## config.mk

```make
export PLATFORM = sky130hd
export DESIGN_NAME = int_controller
export DESIGN_NICKNAME = d
export VERILOG_FILES = /design/src/rtl/int_controller_pkg.sv /design/src/rtl/int_controller_prio_enc.sv /design/src/rtl/int_controller.sv
export SDC_FILE = /design/constraint.sdc
export NUM_CORES = 1
export LEC_CHECK = 0
export CORE_MARGIN = 2
export CORE_UTILIZATION = 35
export DETAILED_ROUTE_END_ITERATION = 7
export PLACE_DENSITY = 0.78
export SKIP_LAST_GASP = 1
export SYNTH_ARGS = -nofsm -noshare
export SYNTH_HDL_FRONTEND = slang
export SYNTH_SLANG_ARGS = --single-unit
```

## constraint.sdc

```tcl
create_clock -name clk -period 2 [get_ports clk]
set_input_delay 0.6 -clock clk [delete_from_list [all_inputs] [get_ports clk]]
set_output_delay 0.6 -clock clk [all_outputs]
set_load 0.01 [all_outputs]
```

## src/rtl/int_controller_pkg.sv

```systemverilog
// Shared constants for the interrupt controller: FSM encoding, default vector
// layout and the handler-address computation.
package int_controller_pkg;

  localparam logic [1:0] ST_IDLE    = 2'd0;
  localparam logic [1:0] ST_REQ     = 2'd1;
  localparam logic [1:0] ST_SERVICE = 2'd2;

  localparam logic [31:0] VEC_BASE_DEF   = 32'h0000_0100;
  localparam int unsigned VEC_STRIDE_DEF = 4;

  // Handler address wraps modulo 2^32.
  function automatic logic [31:0] calc_vector(input logic [31:0] base,
                                              input logic [31:0] stride,
                                              input logic [31:0] id);
    return base + id * stride;
  endfunction

endpackage

```

## src/rtl/int_controller_prio_enc.sv

```systemverilog
// Fixed-priority encoder: the lowest set index wins.
module int_prio_enc #(
  parameter int N_SRC = 8,
  parameter int ID_W  = 3
) (
  input  logic [N_SRC-1:0] req,
  output logic             valid,
  output logic [ID_W-1:0]  id
);

  always_comb begin
    valid = 1'b0;
    id    = '0;
    for (int i = N_SRC - 1; i >= 0; i--) begin
      if (req[i]) begin
        valid = 1'b1;
        id    = ID_W'(i);
      end
    end
  end

endmodule

```

## src/rtl/int_controller.sv

```systemverilog
// Prioritised, maskable interrupt controller sequencing request, acknowledge
// and RETI towards the control unit.
//
// state   | meaning
// IDLE    | no request outstanding; choose a winner from the eligible set
// REQ     | int_req held with frozen int_id/int_vector until int_ack
// SERVICE | handler running; wait for reti
module int_controller
  import int_controller_pkg::*;
#(
  parameter int          N_SRC      = 8,
  parameter int          ID_W       = 3,
  parameter logic [31:0] VEC_BASE   = VEC_BASE_DEF,
  parameter int unsigned VEC_STRIDE = VEC_STRIDE_DEF
) (
  input  logic             clk,
  input  logic             rst,
  input  logic [N_SRC-1:0] irq,
  input  logic             mask_we,
  input  logic [N_SRC-1:0] mask_wdata,
  output logic [N_SRC-1:0] mask_q,
  output logic [N_SRC-1:0] pending_q,
  output logic             int_req,
  input  logic             int_ack,
  input  logic             reti,
  output logic [ID_W-1:0]  int_id,
  output logic [31:0]      int_vector,
  output logic             in_service
);

  logic [N_SRC-1:0] irq_prev_q, irq_prev_d;
  logic [N_SRC-1:0] pending_d;
  logic [N_SRC-1:0] mask_d;
  logic [1:0]       state_q, state_d;
  logic [ID_W-1:0]  int_id_q, int_id_d;
  logic [31:0]      int_vector_q, int_vector_d;

  logic [N_SRC-1:0] rise;
  logic [N_SRC-1:0] eligible;
  logic             enc_valid;
  logic [ID_W-1:0]  enc_id;

  assign rise     = irq & ~irq_prev_q;
  assign eligible = pending_q & ~mask_q;

  int_prio_enc #(.N_SRC(N_SRC), .ID_W(ID_W)) u_prio_enc (
    .req   (eligible),
    .valid (enc_valid),
    .id    (enc_id)
  );

  always_comb begin
    irq_prev_d   = irq;
    mask_d       = mask_we ? mask_wdata : mask_q;
    pending_d    = pending_q;
    state_d      = state_q;
    int_id_d     = int_id_q;
    int_vector_d = int_vector_q;

    case (state_q)
      ST_IDLE: begin
        if (enc_valid) begin
          int_id_d     = enc_id;
          int_vector_d = calc_vector(VEC_BASE, 32'(VEC_STRIDE), 32'(enc_id));
          state_d      = ST_REQ;
        end
      end
      ST_REQ: begin
        if (int_ack) begin
          pending_d[int_id_q] = 1'b0;
          state_d             = ST_SERVICE;
        end
      end
      ST_SERVICE: begin
        if (reti) state_d = ST_IDLE;
      end
      default: state_d = ST_IDLE;
    endcase

    // A new edge applied last so it survives a same-cycle acknowledge.
    pending_d = pending_d | rise;
  end

  always_ff @(posedge clk) begin
    if (!rst) begin
      irq_prev_q   <= '0;
      pending_q    <= '0;
      mask_q       <= '1;
      state_q      <= ST_IDLE;
      int_id_q     <= '0;
      int_vector_q <= VEC_BASE;
    end else begin
      irq_prev_q   <= irq_prev_d;
      pending_q    <= pending_d;
      mask_q       <= mask_d;
      state_q      <= state_d;
      int_id_q     <= int_id_d;
      int_vector_q <= int_vector_d;
    end
  end

  assign int_req    = (state_q == ST_REQ);
  assign in_service = (state_q == ST_SERVICE);
  assign int_id     = int_id_q;
  assign int_vector = int_vector_q;

endmodule

```

**Run 1: cell classes on the final placement**

Fill, decap, tap and diode cells in gray.
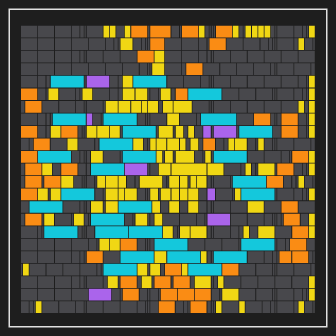
- purple: clock drivers and dummy loads (cells 8; share of their area 4.5%)
- orange: remaining buffers and delay cells (cells 47; share of their area 25%)
- cyan: sequential cells (cells 29; share of their area 31%)
- yellow: remaining logic cells (cells 122; share of their area 39%)

**Run 1: metal layers overlaid**

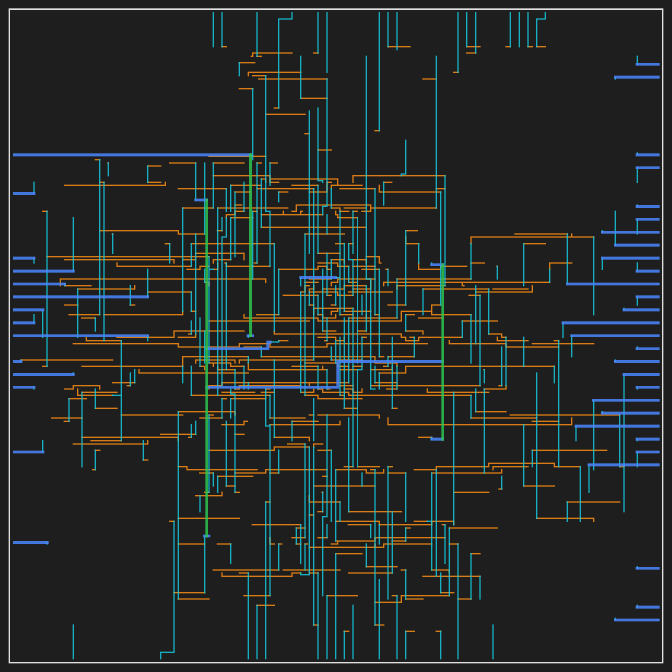
- orange: M1 (wire length 1300 um)
- cyan: M2 (wire length 1410 um)
- blue: M3 (wire length 254 um)
- green: M4 (wire length 72.8 um)

**Run 1: placed standard cells**

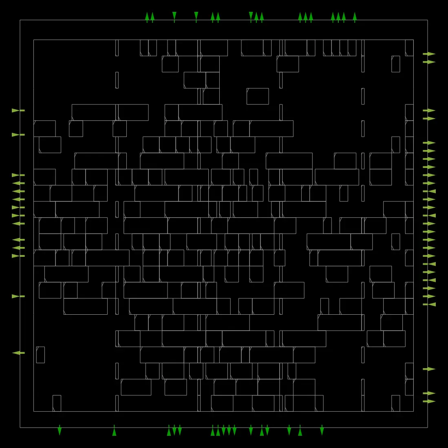
Flops: 29
fin cells: 256
Cell Rows: 23
Final Util: 0.4779

**Run 1: nets reached from selected ports**

The bar under the picture is 20 um long.
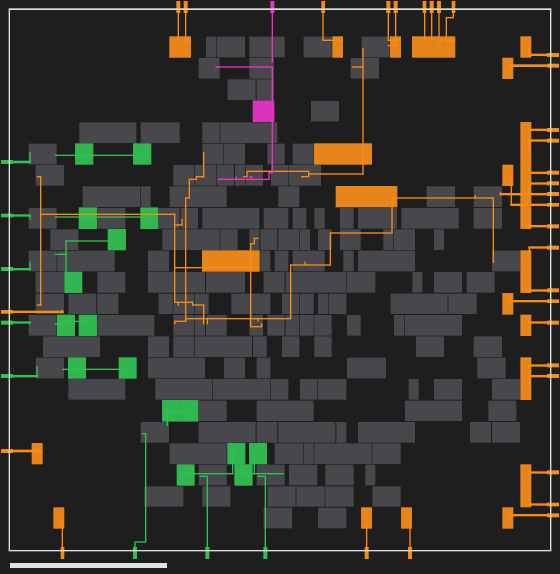
- orange: int_vector (bits 32; direction output; end cells 32; buffers 3; wire 330 um)
- magenta: int_req (bits 1; direction output; end cells 1; buffers 1; wire 35.3 um)
- green: irq (bits 8; direction input; end cells 16; buffers 8; wire 123 um)

==> GITHUB_STEP_SUMMARY, run 1 <==
### Flow metrics

| Metric | Value |
|---|---|
| Area Overhead vs Synth | `30.82%` |
| Slowest-stage cell, CP | `clkdlybuf4s50_1` |
| Die height | `68.62 um` |
| GRT busiest layer | `met2` |
| Status | `completed` |
| Cell area leaders | `dfxtp_1 40%, buf_4 16%, nand2b_1 5.1%, mux2i_1 4.8%, nor2b_1 4.3%` |
| WL met1 | `1.297 mm` |
| Cell area after layout | `1912 um2` |
| I/O Pins | `74` |
| Plain + repair buffers | `between 40 and 50` |
| Hold Slack | `0.4919 ns` |
| Critical path startpoint | `int_id[0]` |
| First-pass GRT wire length | `4.885 mm` |
| Max frequency | `around 510 MHz` |
| Pre-CTS WS | `around 0.22 ns` |
| Routed vias | `between 1k and 1.5k` |
| Number of post-CTS setup repair buffers | `0` |
| CP max stage delay | `0.59 ns` |
| Core area | `4000 um2` |
| Setup TNS | `0 ns` |
| Initial drt markers | `29` |
| CTS Root Cell | `clkbuf_8` |
| Layout cell share with drive strength beyond 1 | `0.07282` |
| All-Layer GR Usage | `0.1448` |
| Seq cells post-synth | `29` |
| Seq share, synth | `0.3973` |
| Fillers | `384` |
| Syn_area_per_cell | `9.077 um2` |
| Top cells by count | `32 x buf_4, 29 x dfxtp_1, 12 x nand2b_1` |
| Simple-gate share of the synthesized area | `0.2140` |
| Most common logic cells in the final layout | `42 x clkdlybuf4s50_1, 29 x conb_1, 28 x dfxtp_1, 12 x nand2b_1, 11 x nand2_1` |
| Late-Pin Clk Latency | `slightly below 0.3 ns` |
| Reg2reg end | `int_id[1]` |
| Avg WL per Cell | `11.84 um` |
| Cell Area, Synth | `~1500 um2` |
| Buf/Inv on CP | `1` |
| Flop-to-flop setup slack | `slightly below 0.7 ns` |
| Distinct cells, synth | `32` |
| Nonclk inv count | `3` |
| Top Registers | `irq_prev_q: 8 flops, mask_q: 8 flops, pending_q: 8 flops` |
| Cell with the most instances after synthesis | `buf_4` |
| Hold crit path type | `register to register` |
| WL final | `3.031 mm` |
| Main flop type | `dfxtp_1` |
| ClkCell Share | `0.04319` |
| Cts hold-fix bufs | `0` |
| H-tree depth | `2` |
**Run 1: cells by drive strength**

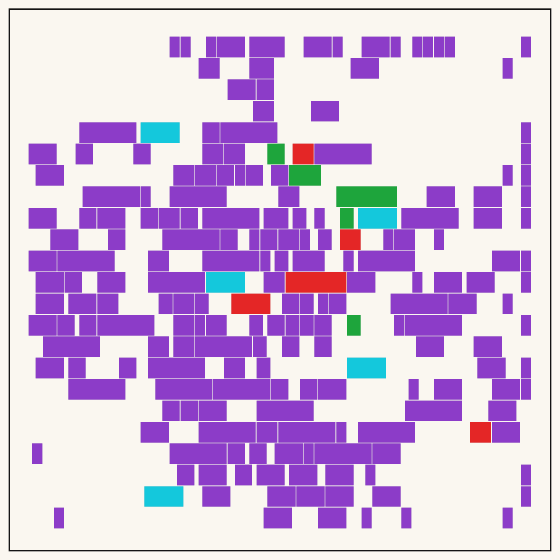

==> run 2, diff against run 1 <==
--- a/config.mk
+++ b/config.mk
@@ -5,7 +5,6 @@
 export SDC_FILE = /design/constraint.sdc
 export NUM_CORES = 1
 export LEC_CHECK = 0
-export CORE_MARGIN = 2
 export CORE_UTILIZATION = 35
 export DETAILED_ROUTE_END_ITERATION = 7
 export PLACE_DENSITY = 0.78
**Run 2: cells by drive strength**

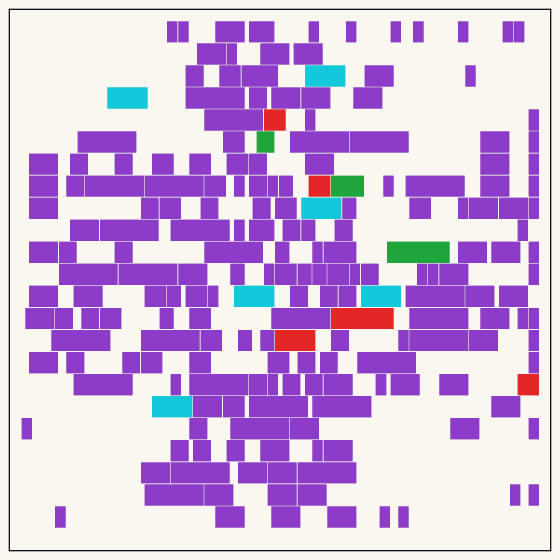
- cyan: x6 and larger (cells 6; share 2.9%)
- red: x3 and x4 (cells 5; share 2.4%)
- purple: x1 and smaller (cells 191; share 93%)
- green: x2 (cells 3; share 1.5%)

==> run 2 against run 1 <==
Net effect:
- area after synthesis unchanged
- maximum frequency up 2.1%
- utilization up 0.094 points
- non-clock buffer count unchanged
- die size down 5.7%
- largest power group unchanged
==> GITHUB_STEP_SUMMARY, run 2 <==
### Flow metrics

| Metric | Value |
|---|---|
| Die height | `66.62 um (-2.9%)` |
| Reg2reg end | `state_q[0]` |
| Avg WL per Cell | `11.28 um (-4.7%)` |
| Seq share, synth | `0.3973 (unchanged)` |
| Slowest-stage cell, CP | `clkdlybuf4s50_1` |
| Most common logic cells in the final layout | `42 x clkdlybuf4s50_1, 29 x conb_1, 28 x dfxtp_1, 12 x nand2b_1, 11 x nand2_1` |
| CP max stage delay | `0.58 ns (about the same)` |
| #MultiIn Comb | `around 120` |
| Combinational group power | `0.273 mW` |
| Routed vias | `1112 (-2.2%)` |
| WL final | `2.876 mm (-5.1%)` |
| Status | `completed` |
| Nonclk inv count | `3 (unchanged)` |
| Syn_area_per_cell | `9.077 um2 (unchanged)` |
| Critical path startpoint | `int_id[0]` |
| DP Area | `1827 um2` |
| Final Util | `0.4789 (+0.0009380)` |
| Buf/Inv on CP | `1 (unchanged)` |
| Flops | `29 (unchanged)` |
| Hold crit path type | `register to register` |
| Fin cells | `255 (-0.39%)` |
| Most frequent logic cell in the layout | `clkdlybuf4s50_1` |
| Dominant class by area | `multi-input combinational cells` |
| First-pass GRT wire length | `4.774 mm (-2.3%)` |
| Setup TNS | `0 ns (unchanged)` |
| Cell area leaders | `dfxtp_1 40%, buf_4 16%, nand2b_1 5.1%, mux2i_1 4.8%, nor2b_1 4.3%` |
| All-Layer GR Usage | `0.1500 (+0.005277)` |
| Top pwr grp | `sequential cells` |
| Pre-CTS WS | `0.2256 ns (+0.01003 ns)` |
| Hold Slack | `0.4877 ns (-0.004162 ns)` |
| Flop-to-flop setup slack | `0.70 ns (about the same)` |
| Main flop type | `dfxtp_1` |
| Number of post-CTS setup repair buffers | `0 (unchanged)` |
| Distinct cells, synth | `32 (unchanged)` |
| Sw Ratio | `0.2577` |
| WL met1 | `1.228 mm (-5.3%)` |
| Cell area after layout | `1916 um2 (+0.20%)` |
| Simple-gate share of the synthesized area | `0.2140 (unchanged)` |
| Cell Rows | `23 (unchanged)` |
| Seq cells post-synth | `29 (unchanged)` |
| Plain + repair buffers | `47 (unchanged)` |
| GRT busiest layer | `met2` |
| Initial drt markers | `36 (+24%)` |
| Top Registers | `irq_prev_q: 8 flops, mask_q: 8 flops, pending_q: 8 flops` |
| Late-Pin Clk Latency | `0.28 ns (about the same)` |
| Core area | `4000 um2 (unchanged)` |
| Max frequency | `524.7 MHz (+2.1%)` |
| Area Overhead vs Synth | `31.08%` |
| Top cells by count | `32 x buf_4, 29 x dfxtp_1, 12 x nand2b_1` |
No activity file was given, so power comes from the tool's default toggle rates.
